[src/rtl/lcd_pkg.sv]
// Shared types and constants for the LCD write path: scheduler states,
// register-select encodings and the fixed HD44780-style instruction bytes.
package lcd_pkg;

    typedef enum logic [2:0] {
        IDLE,
        CMD,
        ADDR1,
        LINE1,
        ADDR2,
        LINE2
    } state_e;

    localparam logic RS_CMD  = 1'b0;
    localparam logic RS_DATA = 1'b1;

    localparam logic [7:0] CLEAR      = 8'h01;
    localparam logic [7:0] LINE1_ADDR = 8'h80;
    localparam logic [7:0] LINE2_ADDR = 8'hC0;

    // Character states stream buffer bytes with RS high; all others send instructions.
    function automatic logic is_data_state(input state_e s);
        return (s == LINE1) || (s == LINE2);
    endfunction

endpackage

[src/rtl/lcd_wr_handshake.sv]
// Owns the wr_enable strobe towards the write-cycle engine: inserts the gap
// cycle before each item and only honours wr_finish while a write is active.
module lcd_wr_handshake
    import lcd_pkg::*;
(
    input  logic clk_i,
    input  logic rst_i,
    input  logic item_req_i,
    input  logic wr_finish_i,
    output logic wr_enable_o,
    output logic item_start_o,
    output logic item_done_o
);

    logic wr_en_q;
    logic wr_en_d;

    // A low wr_enable cycle always precedes a rise, which gives the gap between items.
    always_comb begin
        wr_en_d      = wr_en_q;
        item_start_o = 1'b0;
        item_done_o  = 1'b0;
        if (wr_en_q) begin
            if (wr_finish_i) begin
                wr_en_d     = 1'b0;
                item_done_o = 1'b1;
            end
        end else if (item_req_i) begin
            wr_en_d      = 1'b1;
            item_start_o = 1'b1;
        end
    end

    always_ff @(posedge clk_i or posedge rst_i) begin
        if (rst_i) begin
            wr_en_q <= 1'b0;
        end else begin
            wr_en_q <= wr_en_d;
        end
    end

    assign wr_enable_o = wr_en_q;

endmodule

[src/rtl/lcd_write_scheduler.sv]
// Arbitrates one-shot LCD instructions against full two-line screen refreshes
// and sequences every resulting byte through the shared write-cycle engine.
module lcd_write_scheduler #(
    parameter int unsigned LINE_LEN   = 16,
    parameter logic [7:0]  LINE1_ADDR = lcd_pkg::LINE1_ADDR,
    parameter logic [7:0]  LINE2_ADDR = lcd_pkg::LINE2_ADDR
) (
    input  logic       clk_1ms,
    input  logic       reset,
    input  logic       refresh_req,
    input  logic       cmd_req,
    input  logic [7:0] cmd_code,
    output logic       cmd_ack,
    output logic [4:0] char_addr,
    input  logic [7:0] char_data,
    output logic       wr_enable,
    input  logic       wr_finish,
    output logic       reg_sel,
    output logic [7:0] db_out,
    output logic       busy,
    output logic       refresh_done
);

    import lcd_pkg::*;

    localparam logic [3:0] LAST_IDX   = 4'(LINE_LEN - 1);
    localparam logic [4:0] LINE2_BASE = 5'(LINE_LEN);

    state_e     state_q, state_d;
    logic [3:0] idx_q, idx_d;
    logic       ref_pend_q, ref_pend_d;
    logic       last_ref_q, last_ref_d;
    logic [7:0] cmd_byte_q, cmd_byte_d;
    logic [7:0] db_q, db_d;
    logic       rs_q, rs_d;

    logic       item_req;
    logic       item_start;
    logic       item_done;
    logic       ref_want;
    logic       grant_cmd;
    logic       grant_ref;
    logic       item_rs;
    logic [7:0] item_byte;

    lcd_wr_handshake u_handshake (
        .clk_i        (clk_1ms),
        .rst_i        (reset),
        .item_req_i   (item_req),
        .wr_finish_i  (wr_finish),
        .wr_enable_o  (wr_enable),
        .item_start_o (item_start),
        .item_done_o  (item_done)
    );

    assign item_req = (state_q != IDLE);

    // A refresh request arriving in the very cycle IDLE evaluates still competes for the grant.
    // On a tie, the requester that did not win last time gets the engine.
    always_comb begin
        ref_want  = ref_pend_q | refresh_req;
        grant_cmd = (state_q == IDLE) && cmd_req && (!ref_want || last_ref_q);
        grant_ref = (state_q == IDLE) && ref_want && !grant_cmd;
    end

    always_comb begin
        state_d      = state_q;
        idx_d        = idx_q;
        ref_pend_d   = ref_pend_q | refresh_req;
        last_ref_d   = last_ref_q;
        cmd_byte_d   = cmd_byte_q;
        cmd_ack      = 1'b0;
        refresh_done = 1'b0;
        unique case (state_q)
            IDLE: begin
                if (grant_cmd) begin
                    state_d    = CMD;
                    cmd_byte_d = cmd_code;
                    last_ref_d = 1'b0;
                end else if (grant_ref) begin
                    state_d    = ADDR1;
                    idx_d      = '0;
                    ref_pend_d = 1'b0;
                    last_ref_d = 1'b1;
                end
            end
            CMD: begin
                if (item_done) begin
                    state_d = IDLE;
                    cmd_ack = 1'b1;
                end
            end
            ADDR1: begin
                if (item_done) begin
                    state_d = LINE1;
                end
            end
            LINE1: begin
                if (item_done) begin
                    if (idx_q == LAST_IDX) begin
                        state_d = ADDR2;
                        idx_d   = '0;
                    end else begin
                        idx_d = idx_q + 4'd1;
                    end
                end
            end
            ADDR2: begin
                if (item_done) begin
                    state_d = LINE2;
                end
            end
            LINE2: begin
                if (item_done) begin
                    if (idx_q == LAST_IDX) begin
                        state_d      = IDLE;
                        idx_d        = '0;
                        refresh_done = 1'b1;
                    end else begin
                        idx_d = idx_q + 4'd1;
                    end
                end
            end
            default: begin
                state_d = IDLE;
                idx_d   = '0;
            end
        endcase
    end

    // The byte for the upcoming item is selected during its gap cycle and frozen when wr_enable rises.
    always_comb begin
        item_rs   = RS_CMD;
        item_byte = 8'h00;
        if (is_data_state(state_q)) begin
            item_rs   = RS_DATA;
            item_byte = char_data;
        end else begin
            unique case (state_q)
                CMD:     item_byte = cmd_byte_q;
                ADDR1:   item_byte = LINE1_ADDR;
                ADDR2:   item_byte = LINE2_ADDR;
                default: item_byte = 8'h00;
            endcase
        end
        db_d = item_start ? item_byte : db_q;
        rs_d = item_start ? item_rs   : rs_q;
    end

    assign char_addr = (state_q == LINE2) ? (LINE2_BASE + {1'b0, idx_q}) : {1'b0, idx_q};
    assign busy      = (state_q != IDLE);
    assign reg_sel   = rs_q;
    assign db_out    = db_q;

    always_ff @(posedge clk_1ms or posedge reset) begin
        if (reset) begin
            state_q    <= IDLE;
            idx_q      <= '0;
            ref_pend_q <= 1'b0;
            last_ref_q <= 1'b1;
            cmd_byte_q <= 8'h00;
            db_q       <= 8'h00;
            rs_q       <= RS_CMD;
        end else begin
            state_q    <= state_d;
            idx_q      <= idx_d;
            ref_pend_q <= ref_pend_d;
            last_ref_q <= last_ref_d;
            cmd_byte_q <= cmd_byte_d;
            db_q       <= db_d;
            rs_q       <= rs_d;
        end
    end

endmodule

[config.mk]
export PLATFORM = sky130hd
export DESIGN_NAME = lcd_write_scheduler
export DESIGN_NICKNAME = d
export VERILOG_FILES = /design/src/rtl/lcd_pkg.sv /design/src/rtl/lcd_wr_handshake.sv /design/src/rtl/lcd_write_scheduler.sv
export SDC_FILE = /design/constraint.sdc
export NUM_CORES = 1
export LEC_CHECK = 0
export CAP_MARGIN = 20
export CORE_ASPECT_RATIO = 0.5
export CORE_UTILIZATION = 40
export DETAILED_ROUTE_END_ITERATION = 10
export PLACE_DENSITY = 0.78
export SKIP_LAST_GASP = 1
export SLEW_MARGIN = 5
export SYNTH_ARGS = -nofsm -noshare
export SYNTH_HDL_FRONTEND = slang
export SYNTH_SLANG_ARGS = --single-unit
[constraint.sdc]
create_clock -name clk_1ms -period 1.8 [get_ports clk_1ms]
set_input_delay 0.27 -clock clk_1ms [delete_from_list [all_inputs] [get_ports clk_1ms]]
set_output_delay 0.27 -clock clk_1ms [all_outputs]
set_load 0.05 [all_outputs]
==> run summary <==
Main metrics from the flow reports.

The share of synthesized area occupied by flip-flops and latches is around 48%. The number of buffers created by CTS is 3. The logic share of the area is around 34%. Global routing used between 20% and 30% of the available met1 tracks. The number of distinct standard cells referenced by the synthesized netlist is about 42. The wire length on met2 is 1.55 mm. The total chip power came out at 3.52 mW. The number of standard cells in the layout, taps in and fillers out came out at roughly 220. The worst hold slack is approximately 340 ps. The type of the worst min-delay path is in -> async. OpenROAD reports that the post-layout worst path occupies roughly 97% of the period. The initial antenna violation count is 0. The residual DRC count is 0.

The average instance area after synthesis came out at 11.4 um^2. Global routing used roughly 4.6% of the available met3 tracks. The number of nets at the end of the flow is between 150 and 200. The met2 track demand over resource in global routing is between 30% and 40%.

Per the post-synthesis report, the nets total about 150. The pre-placement core utilization came out at 44.4%. The floorplan die height came out at between 40 and 50 um. The area taken by multi-input combinational cells is reported as 683 um^2. In the final layout, the share of cells above drive strength 1 is a little over a third. Of the total synthesized cell area, the portion taken by AND, OR, NAND and NOR gates is roughly 16%. The post-CTS setup buffer count came out at 0.

The clock slew at the register clock pins of the worst setup and hold paths is around 100 ps. The global router reports that the layer with the highest usage is met2. The script logs the ratio of routed vias to standard cells as between 5 and 6. The number of logic gates came out at 85. The run finished with clean final reports. The arrival time of data at the worst endpoint is listed as approximately 1500 ps.

Setup repair after global routing could not meet its margin everywhere. Per the cell usage report, the commonest logic cell in the layout is clkdlybuf4s50_1. The post-route minimum period came out at between 1500 and 2000 ps. The first global-routing pass estimated between 5 and 6 mm of wire. Non-clock buffering takes up 25.9% of total cell area after layout. The sequential cell area in the final layout is between 600 and 700 um^2.

The via count of the first global-routing pass is around 1100. After clock tree synthesis, the repair step resized 3 gates. The number of sequential cells reported for the layout is 27.

The power density normalized to cell area came out at about 1800 nW/um^2. Of the total synthesized cell area, the portion taken by AND-OR and OR-AND cells is a little under a fifth. Ranking logic cells in the layout by count gives the top entries clkdlybuf4s50_1, buf_4, dfrtp_1. After its last routability iteration, the placer logged a weighted congestion of approximately 0.84.

The power in combinational cells came out at 2.03 mW. Looking at the area split, the leading class of cells is flip-flops and latches. The count of hold-fix buffers inserted at cts came out at 0. The startpoint of the most critical register-to-register path is state_q[2].

The synthesized-area fraction occupied by adder cells came out at 0.894%. The worst-case reg-to-reg path depth is 6. The total tool warning count came out at 28. In this run the critical path is formed by clkdlybuf4s50_1. The required time at the endpoint of the critical path is roughly 1500 ps. Pin placement for this block handled 39 I/O pins. The number of synthesized flops with an enable pin is 0. Per STA, the highest per-stage delay on the worst path measures a little over 800 ps.

The slowest stage of the critical path belongs to the cell clkdlybuf4s50_1. The detailed-route wire length is around 3.3 mm. The post-synthesis chip area from yosys is approximately 1400 um^2. In this run the number of H-tree levels came out at 1.

The clock tree buffer count of the final layout is 3. The synthesized instance count is about 120. The capture point of the worst register-to-register path is recorded as db_out[4]. The portion of total power attributed to combinational logic came out at between 50 and 60%. The number of cells in the design after placement is roughly 200.

The register share of total power came out at 31.8%. The share of flip-flops with an asynchronous set or reset is 100%. The final route contains around 1200 vias. The biggest area consumer among synthesized cells is dfrtp_1. The least setup slack across all paths after layout is 58.5 ps. The logic depth of the worst setup path including buffers came out at 1. The global routing usage summed across all routing layers came out at between 10% and 20%. The violation tally from detailed-route iteration zero is 56. The slew of the pin with the lowest slew margin is 503 ps.

For this run the detailed placement stage logged an HPWL of about 2.3 mm. Per the final report, max-transition violations number 0. The max capacitance violation total came out at 0.

The met3 wire length came out at 127 um. The routed wirelength normalized by instance count came out at 15.4 um. The number of placement rows came out at 14.

The flop and latch count out of synthesis came out at 27. The maximum achievable frequency is 0.574 GHz. The critical path ends at db_out[3]. The share of the synthesized area in the top cell type came out at 46.5%. The core outline area came out at approximately 3200 um^2. The largest family of logic cells by area is AND-OR/OR-AND gates. In this run the static leakage power is around 0.90 nW.

The routed length on met1 is between 1.5 and 2 mm. The sum of buffers and inverters on the critical path is 1. The kind of cell with the highest combined delay along the critical path is buffers and inverters. The summed instance area of the synthesized netlist is 1400 um^2. The finished cells cover about 2000 um^2.

In the final layout, clock buffers and inverters account for 2.44% of the cell area. The clock tree from TritonCTS is yes. The sink count of the clock tree is 27. For reference, the critical path is launched at db_out[3].

The overall die width is about 86 um. The group that draws the most power in this run is combinational logic. Across all checked pins, the minimum headroom to the slew limit is around two thirds. The number of standard cells reported by yosys came out at ~120. The cell-internal power came out at ~2.0 mW. The final antenna diode count came out at 0. The XOR/XNOR share of the synthesized area came out at ~1.2%. After detailed routing, no signal wire sits above met4. The post-place setup slack is between 15 and 20 ps. The iteration tally of the first detailed-router pass came out at 4. The sequential logic power came out at roughly 1.1 mW. Yosys reports that the most numerous cell types are dfrtp_1, nand2_1. In the post-synthesis netlist, the biggest area contributors are dfrtp_1, mux2_4, a221o_1, buf_6, and3_1.

The global route total overflow is 0. Entering global routing, the biggest net connects 28 pins. The switching share of power is 44.4%. The antenna violation net count after detailed routing came out at 0.

The multiplexer area fraction after synthesis came out at under 10%. The overall chip area came out at about 3800 um^2. The reg-to-reg setup timing slack is 100 ps. The most instantiated library cell after synthesis is dfrtp_1. STA classifies the critical path endpoint as a primary output. Along the worst path, the maximum fanout reaches 2. The maximum VDD drop came out at between 0.8 and 0.9 mV. The number of fillers in the final layout came out at between 200 and 300.
Figure 1. Placement by cell class.
Bar = 20 um.
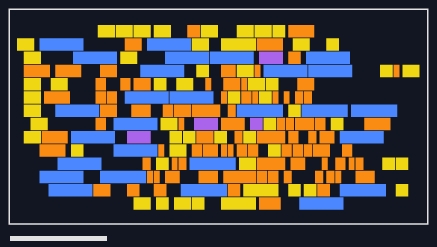
other buffers and delay cells: in yellow, cells 55. clock drivers and dummy loads: in purple, cells 4. flip-flops: in blue, cells 27. all other logic: in orange, cells 89.
core utilization of the finished layout: 63.4%
Seq area share: 34.2%

Figure 2. Routed clock nets over the placement.
Bar = 20 um.
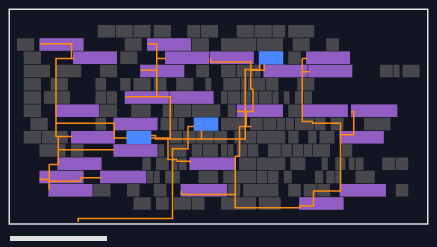
clock wires: in orange, length 372 um. cells driving clock nets: in blue, count 3. flip-flops: in purple, count 27.
Position of the flops: all over the die.
clock group power: 370 uW
clock insertion delay at the later pin of the skew report: 290 ps
Final Skew: 4.78 ps
share of total power in the clock network: 10.5%

Power figures rest on the tool's default switching activity, not on a simulated workload.
